**src/rtl/pc_branch_unit.sv**
```systemverilog
// rtl/pc_branch_unit.sv - registered fetch PC with 2-bit BHT prediction, EX redirect and HLT halt FSM
`timescale 1ns/1ps
module pc_branch_unit #(
  parameter int ADDR_W    = 16,
  parameter int OFF_W     = 9,
  parameter int BHT_DEPTH = 8
) (
  input  logic              clk,
  input  logic              rst_n,
  input  logic              enable,
  input  logic              halt_f,
  input  logic              is_b_f,
  input  logic [OFF_W-1:0]  imm_f,
  input  logic              ex_valid,
  input  logic              ex_is_br,
  input  logic [2:0]        ex_cond,
  input  logic [2:0]        ex_flags,
  input  logic [ADDR_W-1:0] ex_pc,
  input  logic [OFF_W-1:0]  ex_imm,
  input  logic [ADDR_W-1:0] ex_rs,
  input  logic              ex_pred,
  output logic [ADDR_W-1:0] pc_o,
  output logic [ADDR_W-1:0] pc_plus2_o,
  output logic              pred_taken_o,
  output logic              flush_o,
  output logic              halted_o
);

  localparam int IDX_W = $clog2(BHT_DEPTH);

  typedef enum logic {RUN, HALT} state_t;

  state_t            state;
  logic [ADDR_W-1:0] pc;
  logic [1:0]        bht [BHT_DEPTH];

  logic [IDX_W-1:0]  pred_idx;
  logic [IDX_W-1:0]  ex_idx;
  logic [ADDR_W-1:0] pred_target;
  logic [ADDR_W-1:0] ex_pc_plus2;
  logic [ADDR_W-1:0] ex_target;
  logic [ADDR_W-1:0] redirect;
  logic              ex_taken;

  // Half-word offset to byte displacement.
  function automatic logic [ADDR_W-1:0] byte_off(input logic [OFF_W-1:0] imm);
    logic [ADDR_W-1:0] ext;
    ext = {{(ADDR_W-OFF_W){imm[OFF_W-1]}}, imm};
    return ext << 1;
  endfunction

  function automatic logic cond_taken(input logic [2:0] ccc, input logic [2:0] flags);
    logic z, v, n;
    {z, v, n} = flags;
    case (ccc)
      3'b000:  return !z;
      3'b001:  return z;
      3'b010:  return !z && !n;
      3'b011:  return n;
      3'b100:  return z || (!z && !n);
      3'b101:  return z || n;
      3'b110:  return v;
      default: return 1'b1;
    endcase
  endfunction

  always_comb begin
    pred_idx     = pc[IDX_W:1];
    ex_idx       = ex_pc[IDX_W:1];
    pc_plus2_o   = pc + ADDR_W'(2);
    pred_target  = pc_plus2_o + byte_off(imm_f);
    pred_taken_o = is_b_f & bht[pred_idx][1];

    ex_taken     = cond_taken(ex_cond, ex_flags);
    ex_pc_plus2  = ex_pc + ADDR_W'(2);
    ex_target    = ex_is_br ? ex_rs : ex_pc_plus2 + byte_off(ex_imm);
    redirect     = ex_taken ? ex_target : ex_pc_plus2;
    // EX is treated as empty while reset is asserted.
    flush_o      = rst_n & ex_valid & (ex_taken != ex_pred);
  end

  assign pc_o = pc;

  always_ff @(posedge clk or negedge rst_n) begin
    if (!rst_n) begin
      for (int i = 0; i < BHT_DEPTH; i++) bht[i] <= 2'b01;
    end else if (ex_valid && !ex_is_br) begin
      if (ex_taken && bht[ex_idx] != 2'b11)
        bht[ex_idx] <= bht[ex_idx] + 2'b01;
      else if (!ex_taken && bht[ex_idx] != 2'b00)
        bht[ex_idx] <= bht[ex_idx] - 2'b01;
    end
  end

  // A flush always wins: it squashes any younger HLT and leaves HALT.
  always_ff @(posedge clk or negedge rst_n) begin
    if (!rst_n) begin
      state    <= RUN;
      halted_o <= 1'b0;
      pc       <= '0;
    end else if (flush_o) begin
      state    <= RUN;
      halted_o <= 1'b0;
      pc       <= redirect;
    end else begin
      case (state)
        RUN: begin
          if (enable) begin
            if (halt_f) begin
              state    <= HALT;
              halted_o <= 1'b1;
            end else if (pred_taken_o) begin
              pc <= pred_target;
            end else begin
              pc <= pc_plus2_o;
            end
          end
        end
        default: begin
          state    <= HALT;
          halted_o <= 1'b1;
        end
      endcase
    end
  end

endmodule

```
**config.mk**
```make
export PLATFORM = sky130hd
export DESIGN_NAME = pc_branch_unit
export DESIGN_NICKNAME = d
export VERILOG_FILES = /design/src/rtl/pc_branch_unit.sv
export SDC_FILE = /design/constraint.sdc
export NUM_CORES = 1
export LEC_CHECK = 0
export CORE_MARGIN = 1
export CORE_UTILIZATION = 55
export CTS_CLUSTER_SIZE = 12
export DETAILED_ROUTE_END_ITERATION = 10
export GPL_TIMING_DRIVEN = 0
export PLACE_DENSITY_LB_ADDON = 0.05
export REMOVE_ABC_BUFFERS = 1
export SLEW_MARGIN = 25
export SYNTH_ARGS = -nofsm -noshare
export SYNTH_HDL_FRONTEND = slang
export SYNTH_SLANG_ARGS = --single-unit
```
**constraint.sdc**
```tcl
create_clock -name clk -period 10.65 [get_ports clk]
set_input_delay 3.195 -clock clk [delete_from_list [all_inputs] [get_ports clk]]
set_output_delay 3.195 -clock clk [all_outputs]
set_load 0.005 [all_outputs]
```
### Port wiring, run 1

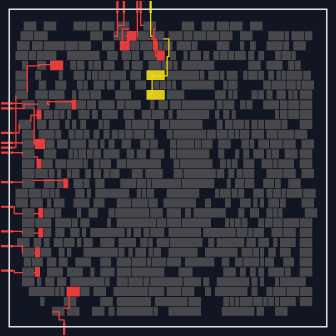
Red marks ex_rs, bits 16, direction input, edge 11 west, 4 north, 1 south, end cells 16, buffers 16, wire 171 um. Yellow marks ex_pred, bits 1, direction input, edge north, end cells 2, buffers 1, wire 30.1 um.
count of buffers inserted at the top-level ports: 98
number of ports placed on the die boundary: 99

### Clock nets, run 1

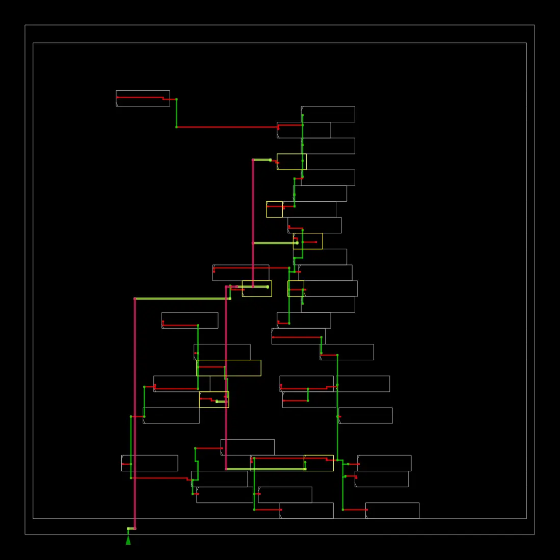
clock buffer count from CTS: 5
Latency at later pin: 300 ps
Clk power: 0.121 mW
clock skew after layout: 10.3 ps

### Sizing map, run 1

The bar under the picture is 20 um long.
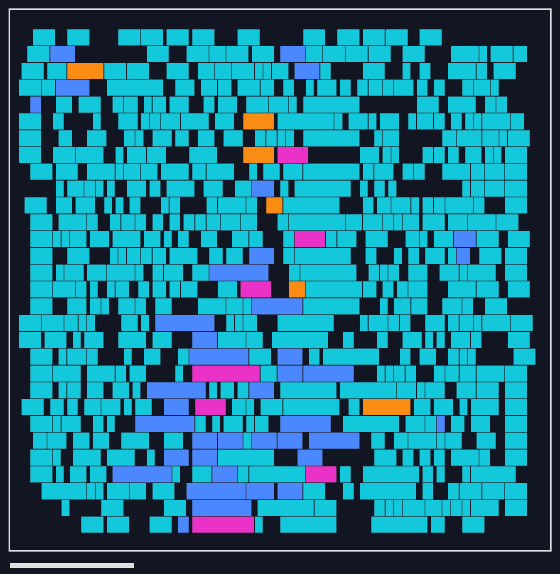
Magenta marks drive 6 and up, cells 7. Orange marks drive 3 to 4, cells 6. Cyan marks drive 1 or less, cells 521. Blue marks drive 2, cells 38.
area grow syn2layout: 28.0%
final instance area: 5130 um^2
count of non-CTS buffers in the layout: 99
setup ws final: 1100 ps

==> job_summary.md, run 1 <==
## PnR job results

| Metric | Value |
|---|---|
| Final cell utilization of the core | `0.743` |
| Nonclk inv count | `12` |
| Pint | `0.607 mW` |
| Top power group | `combinational cells` |
| Largest buffer count on any clock path | `2` |
| LEAKAGE | `2.09 nW` |
| Most instantiated logic cells after routing | `96 x clkdlybuf4s50_1, 54 x nand2_1, 35 x nor2_1, 35 x ha_1, 34 x o21ai_0` |
| Post-CTS Hold Fix Bufs | `0` |
| Commonest cells in the netlist | `54 x nand2_1, 35 x ha_1, 35 x nor2_1` |
| Routability Congestion | `0.944` |
| Initial antenna violation count | `0` |
| Cell area after placement | `5020 um^2` |
| Die height | `87.4 um` |
| Category of the most critical setup path | `input port to output pin` |
| Post-synthesis cell count from yosys | `488` |
| Setup_tns | `0 ps` |
| Antenna diode count | `0` |
| Die Outline Area | `7640 um^2` |
| Final hold violation count | `0` |
| Reg2Reg Launch Point | `pc_o[1]` |
| Met3 WL post-DR | `583 um` |
| Met3 track demand over resource | `0.0303` |
| Summed instance area of the synthesized netlist | `4010 um^2` |
| Ratio of final minimum period to clock period | `0.897` |
| Post-Route WL | `10.3 mm` |
| Power of the sequential group | `0.256 mW` |
| Length of routed met2 wiring | `5.03 mm` |
| DR DRC count | `0` |
| First-pass GRT wire length | `17.5 mm` |
| Number of setup violations in the final report | `0` |
| Maximum capacitance violations | `0` |
| Seq area share | `0.168` |
| Async S/R FF share, synth | `1.00` |
| Sequential cells | `34` |
| Setup repair after global routing missed its margin | `false` |
| Leading area contributor after synthesis | `dfrtp_1` |
| Most instantiated flip-flop cell in the synthesis netlist | `dfrtp_1` |
| Site row count | `30` |
| Critical R2R Capture | `pc_o[15]` |
| Number of global-route vias before repair | `3,892` |
| Buffers inserted during post-CTS setup optimization | `0` |
| Top layer reached by signal wires | `met4` |
| Ao+oa area frac | `0.227` |
| Count of clock-net buffers in the final layout | `5` |
| Cell with the biggest individual delay on the critical path | `a21oi_4` |
| CP peak stage delay | `680 ps` |
| Top logic family | `AND-OR/OR-AND gates` |
| Gate count of the mapped netlist | `488` |
| Clock period minus worst slack | `9550 ps` |
| Number of buffer and inverter stages on the critical path | `2` |
| TritonCTS clock tree | `yes` |
| Worst endpoint data arrival time | `6350 ps` |
| Minimum hold slack | `513 ps` |
| Detailed placement HPWL | `8.08 mm` |
| Worst min-delay path class | `register to register` |
| Vias/cell | `5.94` |
| FP Util | `0.581` |
| Synth Area in Adders | `0.119` |
| Cell type with the highest occurrence count on the critical path | `clkdlybuf4s50_1` |
| Required time at the endpoint of the critical path | `7460 ps` |
| Detailed-route via count | `3,968` |
| Cell breakdown of the critical path | `clkdlybuf4s50_1 -> mux2_2 -> o21ai_1 -> a21oi_4 -> nor2b_4 -> o21ba_2 -> clkdlybuf4s50_1` |
| Final Power | `1.03 mW` |
| FF/Latch Area | `861 um^2` |
| Combinational power share | `0.635` |
| Antenna Nets Post-Route | `0` |
| Worst r2r path cells | `12` |
| Power per cell area | `201 nW/um^2` |
| Sequential share of the synthesized area | `0.215` |
| Result of the run | `complete, no violations` |
| Worst reg-to-reg setup slack | `6530 ps` |
| Highest fanout seen on the critical path | `36` |
| Cell kind with the greatest summed area | `multi-input combinational cells` |
| Die Span X | `87.4 um` |
| Switching power total | `0.427 mW` |
| Post-synth top area share | `0.162` |
| Wire length per cell after detailed routing | `15.4 um` |
| Worst Setup EP | `flush_o` |
| Tightest slew margin relative to the limit | `0.454` |
| Final net count | `672` |
| Starting DRT DRC Count | `190` |
| Unique cell types | `61` |
| Switching Fraction | `0.413` |
| H-tree depth reported by CTS | `2` |
| Number of logic stages on the critical path including buffering | `7` |
| Final number of max-transition violations | `0` |
| Proportion of final cell area spent on non-clock buffers | `0.194` |
| Area share of and/or/nand/nor cells after synthesis | `0.216` |
| Clock network power share | `0.117` |
| Placeable core region | `6910 um^2` |
| Overall overflow remaining after global route | `0` |
| Total of fill cells in the finished design | `574` |
| Largest net degree at the start of global routing | `37` |
| End point of the worst hold path | `halted_o` |
| Launch point of the critical path | `ex_cond[1]` |
| Number of cells upsized or downsized after cts | `0` |
| F_max | `0.105 GHz` |
| Worst setup EP type | `output pin` |
| Total number of warnings across the stage logs | `29` |
| Buffer cell driving the clock tree root | `clkbuf_8` |
| Tally of non-filler cells in the final layout | `668` |
| Worst hold path startpoint | `halted_o` |
| Startpoint types | `input port` |
| Top cells, area | `dfrtp_1 16%, ha_1 11%, xnor2_1 6.1%` |
| Hold-critical path depth | `2` |
| Placed cell count | `660` |
| Post-synth tally of flip-flops with integrated enable | `0` |
| Synth flops | `34` |
| Maximum resistive drop on vdd | `0.0000794 V` |
| Combinational cell area excluding buffers and inverters | `3000 um^2` |
| Measured slew at the worst slew-check pin | `817 ps` |
| CP delay by family, top | `AND-OR/OR-AND gates` |
| Multi-input gate count | `419` |
| Metal1 wirelength | `4.55 mm` |
--- run 2 (diff from run 1) ---
--- a/config.mk
+++ b/config.mk
@@ -12,6 +12,7 @@
 export GPL_TIMING_DRIVEN = 0
 export PLACE_DENSITY_LB_ADDON = 0.05
 export REMOVE_ABC_BUFFERS = 1
+export SKIP_CTS_REPAIR_TIMING = 1
 export SLEW_MARGIN = 25
 export SYNTH_ARGS = -nofsm -noshare
 export SYNTH_HDL_FRONTEND = slang
### Port wiring, run 2

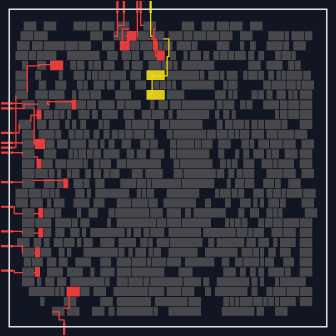
Red marks ex_rs, bits 16, direction input, edge 11 west, 4 north, 1 south, end cells 16, buffers 16, wire 171 um. Yellow marks ex_pred, bits 1, direction input, edge north, end cells 2, buffers 1, wire 30.1 um.

### Sizing map, run 2

The bar under the picture is 20 um long.
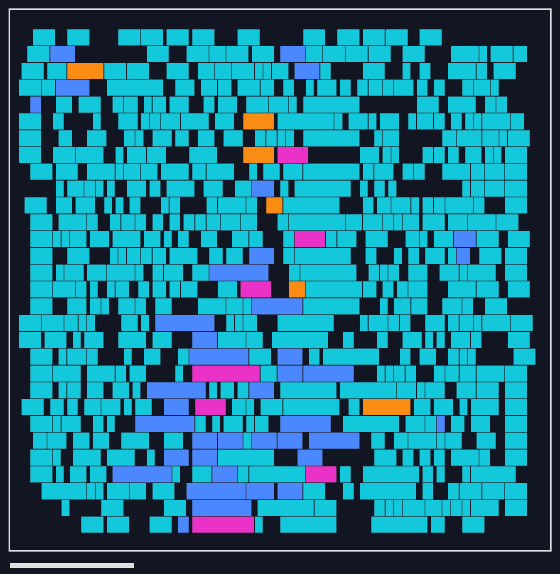
Cyan marks drive 1 or less, cells 521. Orange marks drive 3 to 4, cells 6. Magenta marks drive 6 and up, cells 7. Blue marks drive 2, cells 38.

==> job_summary.md, run 2 <==
## PnR job results

| Metric | Value |
|---|---|
| Result of the run | `complete, no violations` |
| Die Span X | `87.4 um (unchanged)` |
| Latency at later pin | `300 ps (about the same)` |
| Setup ws final | `1100 ps (unchanged)` |
| F_max | `0.105 GHz (unchanged)` |
| Number of setup violations in the final report | `0 (unchanged)` |
| Proportion of final cell area spent on non-clock buffers | `0.194 (unchanged)` |
| Total of fill cells in the finished design | `574 (unchanged)` |
| Cell kind with the greatest summed area | `multi-input combinational cells` |
| Count of clock-net buffers in the final layout | `5 (unchanged)` |
| Initial antenna violation count | `0 (unchanged)` |
| Synth flops | `34 (unchanged)` |
| Combinational power share | `0.635 (about the same)` |
| Logic share of the area | `0.583` |
| Antenna Nets Post-Route | `0 (unchanged)` |
| Post-synthesis cell count from yosys | `488 (unchanged)` |
| Clock network power share | `0.117 (about the same)` |
| Ao+oa area frac | `0.227 (unchanged)` |
| H-tree depth reported by CTS | `2 (unchanged)` |
| Final Power | `1.03 mW (unchanged)` |
| Number of buffer and inverter stages on the critical path | `2 (unchanged)` |
| Critical R2R Capture | `pc_o[15]` |
| CP peak stage delay | `680 ps (about the same)` |
| Clock skew after layout | `10.3 ps (unchanged)` |
| Reg2Reg Launch Point | `pc_o[1]` |
| Count of buffers inserted at the top-level ports | `98 (unchanged)` |
| CP delay by family, top | `AND-OR/OR-AND gates` |
| Clock buffer count from CTS | `5 (unchanged)` |
| Category of the most critical setup path | `input port to output pin` |
| Leading area contributor after synthesis | `dfrtp_1` |
| Maximum capacitance violations | `0 (unchanged)` |
| Maximum resistive drop on vdd | `0.0000794 V (unchanged)` |
| Most instantiated flip-flop cell in the synthesis netlist | `dfrtp_1` |
| Wire length per cell after detailed routing | `15.4 um (unchanged)` |
| Detailed placement HPWL | `8.08 mm (unchanged)` |
| Post-synth top area share | `0.162 (unchanged)` |
| Worst Setup EP | `flush_o` |
| Final number of max-transition violations | `0 (unchanged)` |
| Buffer cell driving the clock tree root | `clkbuf_8` |
| Sequential cells | `34 (unchanged)` |
| Tightest slew margin relative to the limit | `0.454 (unchanged)` |
| Starting DRT DRC Count | `190 (unchanged)` |
| Top cells, area | `dfrtp_1 16%, ha_1 11%, xnor2_1 6.1%` |
| Tally of non-filler cells in the final layout | `668 (unchanged)` |
| Site row count | `30 (unchanged)` |
| Largest net degree at the start of global routing | `37 (unchanged)` |
| Placeable core region | `6910 um^2 (unchanged)` |
| Met3 WL post-DR | `583 um (unchanged)` |
| Detailed-route via count | `3,968 (unchanged)` |
| Gate count of the mapped netlist | `488 (unchanged)` |
| Antenna diode count | `0 (unchanged)` |
| Overall overflow remaining after global route | `0 (unchanged)` |
| Placed cell count | `660 (unchanged)` |
| Worst r2r path cells | `12 (unchanged)` |
| DR DRC count | `0 (unchanged)` |
| Combinational cell area excluding buffers and inverters | `3000 um^2 (unchanged)` |
| Die Outline Area | `7640 um^2 (unchanged)` |
| Worst hold path startpoint | `halted_o` |
| Number of ports placed on the die boundary | `99 (unchanged)` |
| Multi-input gate count | `419 (unchanged)` |
| Top layer reached by signal wires | `met4` |
| Nonclk inv count | `12 (unchanged)` |
| Async S/R FF share, synth | `1.00 (unchanged)` |
| Hold-critical path depth | `2 (unchanged)` |
| Fraction of final layout cells sized beyond drive strength 1 | `0.0892` |
| End point of the worst hold path | `halted_o` |
| Setup repair after global routing missed its margin | `false` |
| Count of non-CTS buffers in the layout | `99 (unchanged)` |
| Area grow syn2layout | `28.0% (unchanged)` |
| Setup_tns | `0 ps (unchanged)` |
| Metal1 wirelength | `4.55 mm (unchanged)` |
| Commonest cells in the netlist | `54 x nand2_1, 35 x ha_1, 35 x nor2_1` |
| Die height | `87.4 um (unchanged)` |
| Summed instance area of the synthesized netlist | `4010 um^2 (unchanged)` |
| Pint | `0.607 mW (unchanged)` |
| Worst reg-to-reg setup slack | `6530 ps (about the same)` |
| Length of routed met2 wiring | `5.03 mm (unchanged)` |
| Vias/cell | `5.94 (unchanged)` |
| Most instantiated logic cells after routing | `96 x clkdlybuf4s50_1, 54 x nand2_1, 35 x nor2_1, 35 x ha_1, 34 x o21ai_0` |
| Area share of and/or/nand/nor cells after synthesis | `0.216 (unchanged)` |
| Ratio of final minimum period to clock period | `0.897 (unchanged)` |
| Switching power total | `0.427 mW (unchanged)` |
| Most frequent cell after synthesis | `nand2_1` |
| Clock period minus worst slack | `9550 ps (unchanged)` |
| Clk power | `0.121 mW (about the same)` |
| Top logic family | `AND-OR/OR-AND gates` |
| Top power group | `combinational cells` |
| Sequential share of the synthesized area | `0.215 (unchanged)` |
| Cell with the biggest individual delay on the critical path | `a21oi_4` |
| Cell area after placement | `5020 um^2 (unchanged)` |
| Worst setup EP type | `output pin` |
| Launch point of the critical path | `ex_cond[1]` |
| Routability Congestion | `0.944 (unchanged)` |
| Cell type with the highest occurrence count on the critical path | `clkdlybuf4s50_1` |
| Minimum hold slack | `513 ps (unchanged)` |
| Measured slew at the worst slew-check pin | `817 ps (unchanged)` |
| Post-synth tally of flip-flops with integrated enable | `0 (unchanged)` |
| FP Util | `0.581 (unchanged)` |
| Required time at the endpoint of the critical path | `7460 ps (about the same)` |
| Unique cell types | `61 (unchanged)` |
| Synth Area in Adders | `0.119 (unchanged)` |
| Number of logic stages on the critical path including buffering | `7 (unchanged)` |
| Startpoint types | `input port` |
| TritonCTS clock tree | `yes` |
| Switching Fraction | `0.413 (unchanged)` |
| First-pass GRT wire length | `17.5 mm (unchanged)` |
| Highest fanout seen on the critical path | `36 (unchanged)` |
| Met3 track demand over resource | `0.0303 (unchanged)` |
| Final instance area | `5130 um^2 (unchanged)` |
| LEAKAGE | `2.09 nW (unchanged)` |
| Total number of warnings across the stage logs | `29 (unchanged)` |
### Sequential cells grouped by signal name, run 2

The bar under the picture is 20 um long. Other sequential cells in the stronger grey, the rest of the logic in the fainter grey.
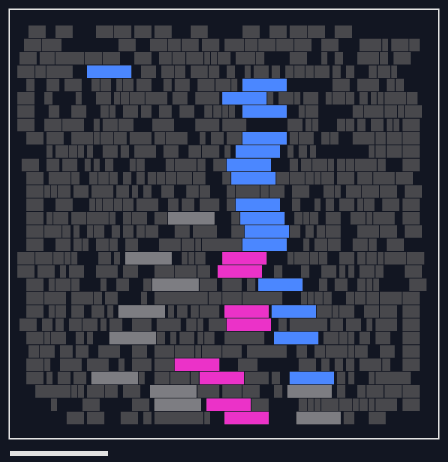
Blue marks pc_o, sequential cells 16. Magenta marks bht, sequential cells 8, where south.
FF/Latch Area: 861 um^2
final cell utilization of the core: 0.743
Seq area share: 0.168
power of the sequential group: 0.256 mW

--- run 3 (diff from run 2) ---
--- a/config.mk
+++ b/config.mk
@@ -17,3 +17,4 @@
 export SYNTH_ARGS = -nofsm -noshare
 export SYNTH_HDL_FRONTEND = slang
 export SYNTH_SLANG_ARGS = --single-unit
+export TNS_END_PERCENT = 50
==> constraint.sdc (replaced) <==
create_clock -name clk -period 10.65 [get_ports clk]
set_input_delay 2.13 -clock clk [delete_from_list [all_inputs] [get_ports clk]]
set_output_delay 2.13 -clock clk [all_outputs]
set_load 0.005 [all_outputs]
### Clock nets, run 3

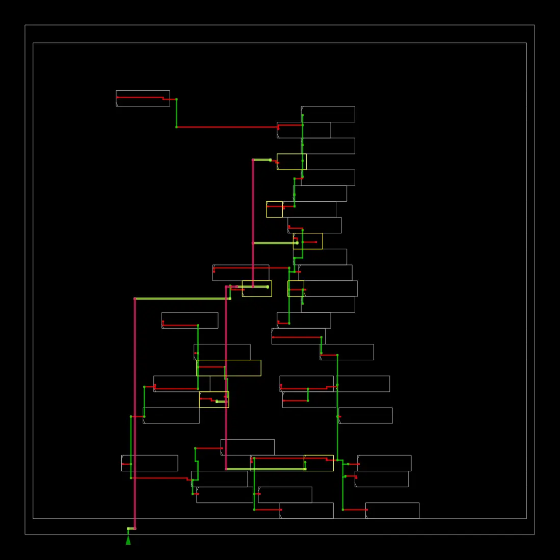
sequential cells: 34
CTS Sinks: 34

### Routed metal, one colour a layer, run 3

The bar under the picture is 20 um long.
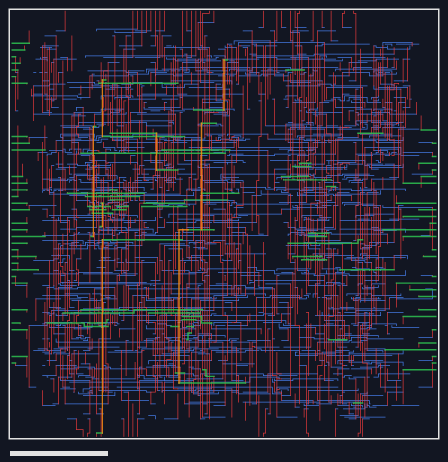
Orange marks met4, wire length 151 um. Blue marks met1, wire length 4,550 um. Green marks met3, wire length 584 um. Red marks met2, wire length 5,030 um.
overall routing resource usage: 0.287
Post-Route WL: 10.3 mm

### Port wiring, run 3

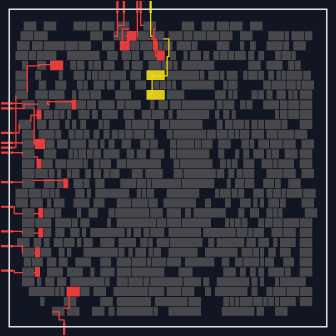
Yellow marks ex_pred, bits 1, direction input, edge north, end cells 2, buffers 1, wire 30.1 um. Red marks ex_rs, bits 16, direction input, edge 11 west, 4 north, 1 south, end cells 16, buffers 16, wire 171 um.

==> job_summary.md, run 3 <==
## PnR job results

| Metric | Value |
|---|---|
| Result of the run | `complete, no violations` |
| Worst Setup EP | `flush_o` |
| Detailed placement HPWL | `8.08 mm (unchanged)` |
| Latency at later pin | `300 ps (about the same)` |
| Number of buffer and inverter stages on the critical path | `2 (unchanged)` |
| Starting DRT DRC Count | `190 (unchanged)` |
| Final cell utilization of the core | `0.743 (unchanged)` |
| Clock network power share | `0.117 (about the same)` |
| Site row count | `30 (unchanged)` |
| Antenna diode count | `0 (unchanged)` |
| CP peak stage delay | `680 ps (about the same)` |
| Metal1 wirelength | `4.55 mm (unchanged)` |
| Setup_tns | `0 ps (unchanged)` |
| Post-synth top area share | `0.162 (unchanged)` |
| Async S/R FF share, synth | `1.00 (unchanged)` |
| Measured slew at the worst slew-check pin | `817 ps (unchanged)` |
| FF/Latch Area | `861 um^2 (unchanged)` |
| DR DRC count | `0 (unchanged)` |
| Area grow syn2layout | `28.0% (unchanged)` |
| Area share of and/or/nand/nor cells after synthesis | `0.216 (unchanged)` |
| Clock period minus worst slack | `7420 ps (-2130 ps)` |
| Number of setup violations in the final report | `0 (unchanged)` |
| Maximum resistive drop on vdd | `0.0000794 V (unchanged)` |
| Final number of max-transition violations | `0 (unchanged)` |
| Buffer cell driving the clock tree root | `clkbuf_8` |
| Worst hold path startpoint | `halted_o` |
| Ratio of final minimum period to clock period | `0.697 (-0.200)` |
| Total number of warnings across the stage logs | `29 (unchanged)` |
| Worst setup EP type | `output pin` |
| Setup repair after global routing missed its margin | `false` |
| Worst reg-to-reg setup slack | `6530 ps (about the same)` |
| Seq area share | `0.168 (unchanged)` |
| LEAKAGE | `2.09 nW (unchanged)` |
| Highest fanout seen on the critical path | `36 (unchanged)` |
| H-tree depth reported by CTS | `2 (unchanged)` |
| Startpoint types | `input port` |
| Switching power total | `0.427 mW (unchanged)` |
| Critical R2R Capture | `pc_o[15]` |
| Overall overflow remaining after global route | `0 (unchanged)` |
| Launch point of the critical path | `ex_cond[1]` |
| Combinational power share | `0.635 (about the same)` |
| Count of clock-net buffers in the final layout | `5 (unchanged)` |
| Met3 track demand over resource | `0.0303 (unchanged)` |
| Unique cell types | `61 (unchanged)` |
| Largest net degree at the start of global routing | `37 (unchanged)` |
| Setup ws final | `3230 ps (+2130 ps)` |
| Post-synthesis cell count from yosys | `488 (unchanged)` |
| Worst r2r path cells | `12 (unchanged)` |
| Vias/cell | `5.94 (unchanged)` |
| Synth flops | `34 (unchanged)` |
| Multi-input gate count | `419 (unchanged)` |
| Count of non-CTS buffers in the layout | `99 (unchanged)` |
| Reg2Reg Launch Point | `pc_o[1]` |
| Final Power | `1.03 mW (unchanged)` |
| FP Util | `0.581 (unchanged)` |
| Gate count of the mapped netlist | `488 (unchanged)` |
| Die Outline Area | `7640 um^2 (unchanged)` |
| Category of the most critical setup path | `input port to output pin` |
| Most frequent cell after synthesis | `nand2_1` |
| Top logic family | `AND-OR/OR-AND gates` |
| Post-synth tally of flip-flops with integrated enable | `0 (unchanged)` |
| CP delay by family, top | `AND-OR/OR-AND gates` |
| Length of routed met2 wiring | `5.03 mm (unchanged)` |
| Placed cell count | `660 (unchanged)` |
| Sequential share of the synthesized area | `0.215 (unchanged)` |
| Most instantiated logic cells after routing | `96 x clkdlybuf4s50_1, 54 x nand2_1, 35 x nor2_1, 35 x ha_1, 34 x o21ai_0` |
| Initial antenna violation count | `0 (unchanged)` |
| Number of ports placed on the die boundary | `99 (unchanged)` |
| Fraction of final layout cells sized beyond drive strength 1 | `0.0892 (unchanged)` |
| Top layer reached by signal wires | `met4` |
| Tally of non-filler cells in the final layout | `668 (unchanged)` |
| Count of buffers inserted at the top-level ports | `98 (unchanged)` |
| Logic share of the area | `0.583 (unchanged)` |
| Leading area contributor after synthesis | `dfrtp_1` |
| Clk power | `0.121 mW (about the same)` |
| Total of fill cells in the finished design | `574 (unchanged)` |
| Ao+oa area frac | `0.227 (unchanged)` |
| Combinational cell area excluding buffers and inverters | `3000 um^2 (unchanged)` |
| Detailed-route via count | `3,968 (unchanged)` |
No activity file was given, so power comes from the tool's default toggle rates.
